$ cat src/rtl/cont_internal.sv
// Shared controller-side types and defaults for the keypad/number-entry path.
package cont_internal;
  typedef enum logic [1:0] {
    NE_ENTRY = 2'd0,
    NE_CONV  = 2'd1,
    NE_OUT   = 2'd2
  } ne_state_t;

  localparam int unsigned ND_DEFAULT = 8;
endpackage

$ cat src/rtl/cpu_internal.sv
// Shared datapath constants for the CPU-side blocks.
package cpu_internal;
  localparam int unsigned CD_N = 32;
endpackage

$ cat src/rtl/bcd_mac10.sv
// Combinational acc*10 + d step with saturation at the largest positive signed value.
module bcd_mac10 #(
  parameter int unsigned NW = 32
) (
  input  logic [NW-1:0] acc,
  input  logic [3:0]    d,
  output logic [NW-1:0] res,
  output logic          ovf
);
  localparam int unsigned WW = NW + 4;
  localparam logic [WW-1:0] MAXW = {{5{1'b0}}, {(NW-1){1'b1}}};

  logic [WW-1:0] prod;

  // acc never exceeds MAXW, so acc*10+9 always fits in WW bits
  always_comb begin
    prod = ({4'b0000, acc} << 3) + ({4'b0000, acc} << 1) + {{NW{1'b0}}, d};
    ovf  = (prod > MAXW);
    res  = ovf ? MAXW[NW-1:0] : prod[NW-1:0];
  end
endmodule

$ cat src/rtl/number_entry.sv
// Keypad number entry: collects BCD digits and a sign, then converts MSD-first
// to a signed binary value presented with a valid/ready handshake.
module number_entry
  import cont_internal::*;
  import cpu_internal::*;
#(
  parameter int unsigned ND = ND_DEFAULT,
  parameter int unsigned NW = CD_N
) (
  input  logic            Clock,
  input  logic            Reset,
  input  logic [3:0]      digit_D,
  input  logic            digit_EN,
  input  logic            bs_EN,
  input  logic            neg_EN,
  input  logic            clr_EN,
  input  logic            commit_EN,
  output logic [NW-1:0]   num_D,
  output logic            num_valid,
  input  logic            num_ready,
  output logic            num_ovf,
  output logic            busy,
  output logic [4*ND-1:0] disp_bcd,
  output logic [3:0]      disp_cnt,
  output logic            disp_neg
);
  localparam int unsigned BW     = 4 * ND;
  localparam logic [3:0]  ND_CNT = 4'(ND);

  ne_state_t       state_q, state_d;
  logic [BW-1:0]   bcd_q, bcd_d;
  logic [3:0]      cnt_q, cnt_d;
  logic            neg_q, neg_d;
  logic [NW-1:0]   acc_q, acc_d;
  logic            ovf_q, ovf_d;
  logic [3:0]      idx_q, idx_d;
  logic [NW-1:0]   num_q, num_d;
  logic            nvalid_q, nvalid_d;
  logic            novf_q, novf_d;

  logic [3:0]      dsel;
  logic [NW-1:0]   mac_res;
  logic            mac_ovf;

  assign dsel = 4'(bcd_q >> {idx_q, 2'b00});

  bcd_mac10 #(.NW(NW)) u_mac (
    .acc (acc_q),
    .d   (dsel),
    .res (mac_res),
    .ovf (mac_ovf)
  );

  // State and datapath registers
  always_ff @(posedge Clock) begin
    if (Reset) begin
      state_q  <= NE_ENTRY;
      bcd_q    <= '0;
      cnt_q    <= '0;
      neg_q    <= 1'b0;
      acc_q    <= '0;
      ovf_q    <= 1'b0;
      idx_q    <= '0;
      num_q    <= '0;
      nvalid_q <= 1'b0;
      novf_q   <= 1'b0;
    end else begin
      state_q  <= state_d;
      bcd_q    <= bcd_d;
      cnt_q    <= cnt_d;
      neg_q    <= neg_d;
      acc_q    <= acc_d;
      ovf_q    <= ovf_d;
      idx_q    <= idx_d;
      num_q    <= num_d;
      nvalid_q <= nvalid_d;
      novf_q   <= novf_d;
    end
  end

  // Next-state and datapath update
  always_comb begin
    state_d  = state_q;
    bcd_d    = bcd_q;
    cnt_d    = cnt_q;
    neg_d    = neg_q;
    acc_d    = acc_q;
    ovf_d    = ovf_q;
    idx_d    = idx_q;
    num_d    = num_q;
    nvalid_d = nvalid_q;
    novf_d   = novf_q;

    case (state_q)
      NE_ENTRY: begin
        if (commit_EN) begin
          acc_d   = '0;
          ovf_d   = 1'b0;
          idx_d   = (cnt_q == 4'd0) ? 4'd0 : cnt_q - 4'd1;
          state_d = NE_CONV;
        end else if (bs_EN) begin
          if (cnt_q != 4'd0) begin
            bcd_d = bcd_q >> 4;
            cnt_d = cnt_q - 4'd1;
            if (cnt_q == 4'd1) neg_d = 1'b0;
          end
        end else if (neg_EN) begin
          neg_d = ~neg_q;
        end else if (digit_EN) begin
          // Leading zeros, non-BCD codes and a full buffer are all dropped
          if (digit_D <= 4'd9 && cnt_q < ND_CNT &&
              !(cnt_q == 4'd0 && digit_D == 4'd0)) begin
            bcd_d = (bcd_q << 4) | BW'(digit_D);
            cnt_d = cnt_q + 4'd1;
          end
        end
      end
      NE_CONV: begin
        acc_d = mac_res;
        ovf_d = ovf_q | mac_ovf;
        if (idx_q == 4'd0) begin
          state_d  = NE_OUT;
          nvalid_d = 1'b1;
          novf_d   = ovf_q | mac_ovf;
          num_d    = neg_q ? (~mac_res + NW'(1)) : mac_res;
        end else begin
          idx_d = idx_q - 4'd1;
        end
      end
      NE_OUT: begin
        if (nvalid_q && num_ready) begin
          state_d  = NE_ENTRY;
          bcd_d    = '0;
          cnt_d    = '0;
          neg_d    = 1'b0;
          acc_d    = '0;
          ovf_d    = 1'b0;
          num_d    = '0;
          nvalid_d = 1'b0;
          novf_d   = 1'b0;
        end
      end
      default: state_d = NE_ENTRY;
    endcase

    // Clear overrides every state and strobe
    if (clr_EN) begin
      state_d  = NE_ENTRY;
      bcd_d    = '0;
      cnt_d    = '0;
      neg_d    = 1'b0;
      acc_d    = '0;
      ovf_d    = 1'b0;
      idx_d    = '0;
      num_d    = '0;
      nvalid_d = 1'b0;
      novf_d   = 1'b0;
    end
  end

  // Outputs straight from registered state
  always_comb begin
    busy      = (state_q != NE_ENTRY);
    num_D     = num_q;
    num_valid = nvalid_q;
    num_ovf   = novf_q;
    disp_bcd  = bcd_q;
    disp_cnt  = cnt_q;
    disp_neg  = neg_q;
  end
endmodule

$ cat config.mk
export PLATFORM = sky130hd
export DESIGN_NAME = number_entry
export DESIGN_NICKNAME = d
export VERILOG_FILES = /design/src/rtl/cont_internal.sv /design/src/rtl/cpu_internal.sv /design/src/rtl/bcd_mac10.sv /design/src/rtl/number_entry.sv
export SDC_FILE = /design/constraint.sdc
export NUM_CORES = 1
export LEC_CHECK = 0
export CAP_MARGIN = 25
export CORE_MARGIN = 1
export CORE_UTILIZATION = 58
export DETAILED_ROUTE_END_ITERATION = 12
export PLACE_DENSITY = 0.92
export SYNTH_ARGS = -nofsm -noshare
export SYNTH_HDL_FRONTEND = slang
export SYNTH_SLANG_ARGS = --single-unit
$ cat constraint.sdc
create_clock -name Clock -period 7.3 [get_ports Clock]
set_input_delay 1.825 -clock Clock [delete_from_list [all_inputs] [get_ports Clock]]
set_output_delay 1.825 -clock Clock [all_outputs]
set_load 0.01 [all_outputs]
==> metrics.yaml, run 1 <==
run_status: "finished clean"
pg_comb_mw: 0.114
most_numerous_logic_cells_after_layout: "138 x nor2_1, 108 x dfxtp_1, 95 x nand2_1, 88 x a21oi_1, 82 x clkdlybuf4s50_1"
globalRouteOverflowTotal: 0
power_density_nw_per_um2: 132
max_freq_ghz: 0.153
clock_tree_from_tritoncts: "yes"
gr-usage-met3_pct: 7.03
grt_antenna_before_repair: 0
syn_avg_cell_area_um2: 7.88
wl_met1_um: 9880
topCellsByArea: "dfxtp_1 27%, ha_1 11%, nor2_1 6.3%"
wl_met3_um: 2030
power.net_switching_mw: 0.331
syn2layout_area_growth_pct: 15.1
fin_crit_sh_pct: 89.7
cp_max_fo: 12
max_slew.worst_pin.slew_ns: 1.01
worstSetupPathType: "reg -> reg"
setup.worst_path.start: "idx_q[0]$_SDFFE_PP0P_"
multi_input_combinational_area_share_pct: 60.7
cp-endpoint: "num_D[18]$_SDFFE_PP0P_"
synth_area_um2: 8180
grt_pass1_vias: 7853
largest_cell_class: "combinational gates"
detailed_place.area_um2: 9110
ctsHtreeMaxLevel: 3
crit-reg2reg-launch: "idx_q[0]$_SDFFE_PP0P_"
timing.reg2reg.worst_path_depth: 24
slew_headroom_pct: 32.8
seq_power_share_pct: 48.9
timing.setup.tns_ns: 0
clock_sinks: 110
starting_drt_drc_count: 770
n_antenna_cell: 0
clockRootBuffer: "clkbuf_16"
total_power_mw: 1.24
ys_cells: 1038
drt-pass1-iter-count: 5
[run 1: kinds of logic (layout without fill, tap and decap cells)]
| group | Yosys count | count (layout) | synth area share (%) |
|---|---|---|---|
| and+or+nand+nor | 387 | 387 | 22.2 |
| AOI/OAI and AO/OA | 306 | 306 | 25.1 |
| DFF | 110 | 110 | 26.9 |
| buffers and inverters | 80 | 124 | 3.73 |
| adders and majority gates | 71 | 71 | 11.0 |
| muxes | 54 | 54 | 7.87 |
| xor gates and xnor gates | 30 | 30 | 3.21 |
[run 1: what timing repair did]
action / CTS / global route
endpoints found under the setup margin: 0 / 2
hold buffers: 0 / 0
resized: 0 / 1
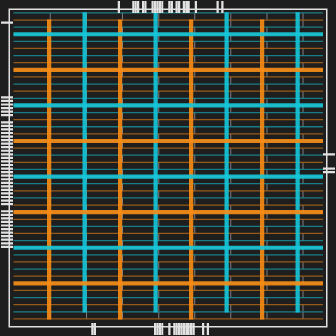
Figure 1: run 1, power grid.
Pins as bars on the die edge. Tap cells in grey.
Key: cyan = VDD; orange = VSS
8 straps on met5. 8 straps on met4.
area inside the core boundary: 13,800 um^2
die y size: 121 um
peak supply drop: 168 uV
die width: 121 um

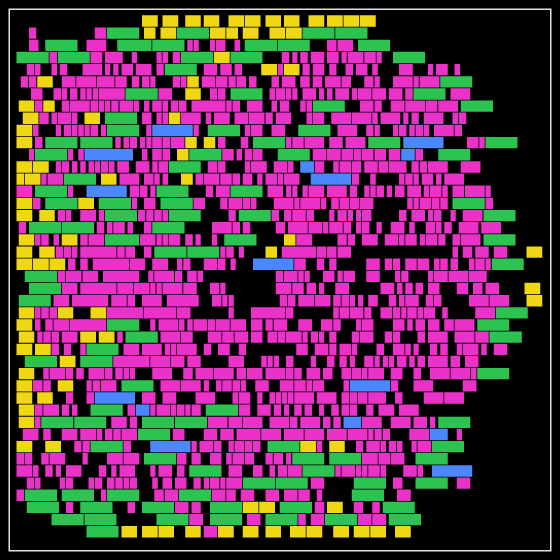
Figure 2: run 1, placed cells, one colour a class.
Key: blue = clock drivers and dummy loads [cells 15, share of their area 3.3%]; green = sequential cells [cells 110, share of their area 24%]; yellow = remaining buffers and delay cells [cells 94, share of their area 9.9%]; magenta = combinational and other logic [cells 863, share of their area 63%]
post-route core utilization: 68.1%
final std cell area, no fill: 9420 um^2
number of rows in the core area: 43
fraction of area in registers: 23.4%

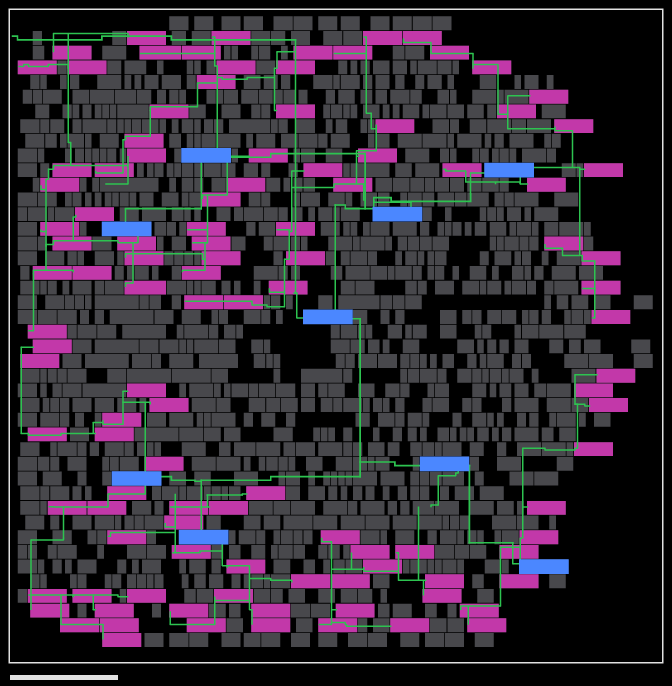
Figure 3: run 1, routed clock nets over the placement.
Scale bar: 20 um.
Key: green = clock wires [length 1,420 um]; blue = clock drivers [count 9]; magenta = flip-flops [count 110]
There are 10 routed clock nets. Position of the flops: all over the die.
total clock network power: 0.522 mW
clock latency at the later pin of the worst-skew pair: 0.37 ns
Worst Clk Skew: 0.00894 ns
power share of the clock group: 41.9%

==> run 2: changes to the inputs <==
Settings changed: SLEW_MARGIN set to 10.
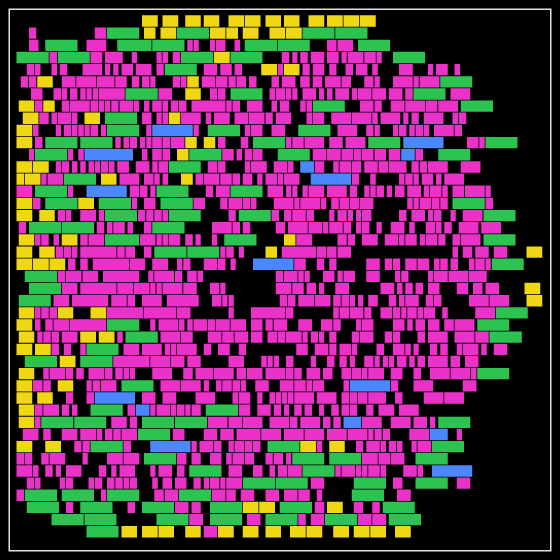
Figure 4: run 2, placed cells, one colour a class.
Key: magenta = combinational and other logic [cells 863, share of their area 63%]; yellow = remaining buffers and delay cells [cells 94, share of their area 9.9%]; blue = clock drivers and dummy loads [cells 15, share of their area 3.3%]; green = sequential cells [cells 110, share of their area 24%]

==> metrics.yaml, run 2 <==
cp_max_fo: 12  # unchanged
post_cts_resize_count: 0  # unchanged
pwr.group.clock_mw: 0.522  # about the same
worstSkewPairLatency_ns: 0.37  # about the same
ctsHtreeMaxLevel: 3  # unchanged
floorplan.rows: 43  # unchanged
seq_power_share_pct: 48.9  # about the same
core-area_um2: 13800  # unchanged
total_power_mw: 1.24  # unchanged
post_synthesis_share_of_cell_area_spent_on_and_or_nand_and_nor_gates_pct: 22.2  # unchanged
grt_pass1_vias: 7853  # unchanged
gr-usage-met3_pct: 7.03  # unchanged
wl_met1_um: 9880  # unchanged
cts_hold_buf: 0  # unchanged
clock_tree_from_tritoncts: "yes"
clock_sinks: 110  # unchanged
largest_cell_class: "combinational gates"
power_density_nw_per_um2: 132  # unchanged
run_status: "finished clean"
worstSetupPathType: "reg -> reg"
clockRootBuffer: "clkbuf_16"
max_freq_ghz: 0.153  # unchanged
wl_met3_um: 2030  # unchanged
multi_input_combinational_area_share_pct: 60.7  # unchanged
n_antenna_cell: 0  # unchanged
synth_area_um2: 8180  # unchanged
pwr-share-clk_pct: 41.9  # about the same
seq_share_pct: 23.4  # unchanged
power.net_switching_mw: 0.331  # unchanged
max_slew.worst_pin.slew_ns: 1.01  # unchanged
drt-pass1-iter-count: 5  # unchanged
ys_cells: 1038  # unchanged
grt_antenna_before_repair: 0  # unchanged
most_numerous_logic_cells_after_layout: "138 x nor2_1, 108 x dfxtp_1, 95 x nand2_1, 88 x a21oi_1, 82 x clkdlybuf4s50_1"
fin_crit_sh_pct: 89.7  # unchanged
die-height_um: 121  # unchanged
timing.setup.tns_ns: 0  # unchanged
syn_avg_cell_area_um2: 7.88  # unchanged
pg_comb_mw: 0.114  # about the same
starting_drt_drc_count: 770  # unchanged
ys_sh_mux_pct: 7.87  # unchanged
[run 2: worst paths after layout]
check             depth (start not counted)  slack, ns             startpoint                     end
hold reg to reg                           2       0.44   num_ovf$_SDFFE_PP0P_    num_ovf$_SDFFE_PP0P_
setup / recovery                         24       0.75  idx_q[0]$_SDFFE_PP0P_  num_D[18]$_SDFFE_PP0P_
setup reg to reg                         24       0.75  idx_q[0]$_SDFFE_PP0P_  num_D[18]$_SDFFE_PP0P_
hold / removal                            2       0.44   num_ovf$_SDFFE_PP0P_    num_ovf$_SDFFE_PP0P_
[run 2: per-stage QoR]
stage	std cells	util (%)	worst slack [ns]
6_report	1262	68.1	0.753
3_3_place_gp	1247	65.9	0.813
4_1_cts	1262	68.1	0.549
5_1_grt	1262	68.1	0.168
2_1_floorplan	1038	-	0.932
3_5_place_dp	1247	65.9	0.578
Power figures rest on the tool's default switching activity, not on a simulated workload.
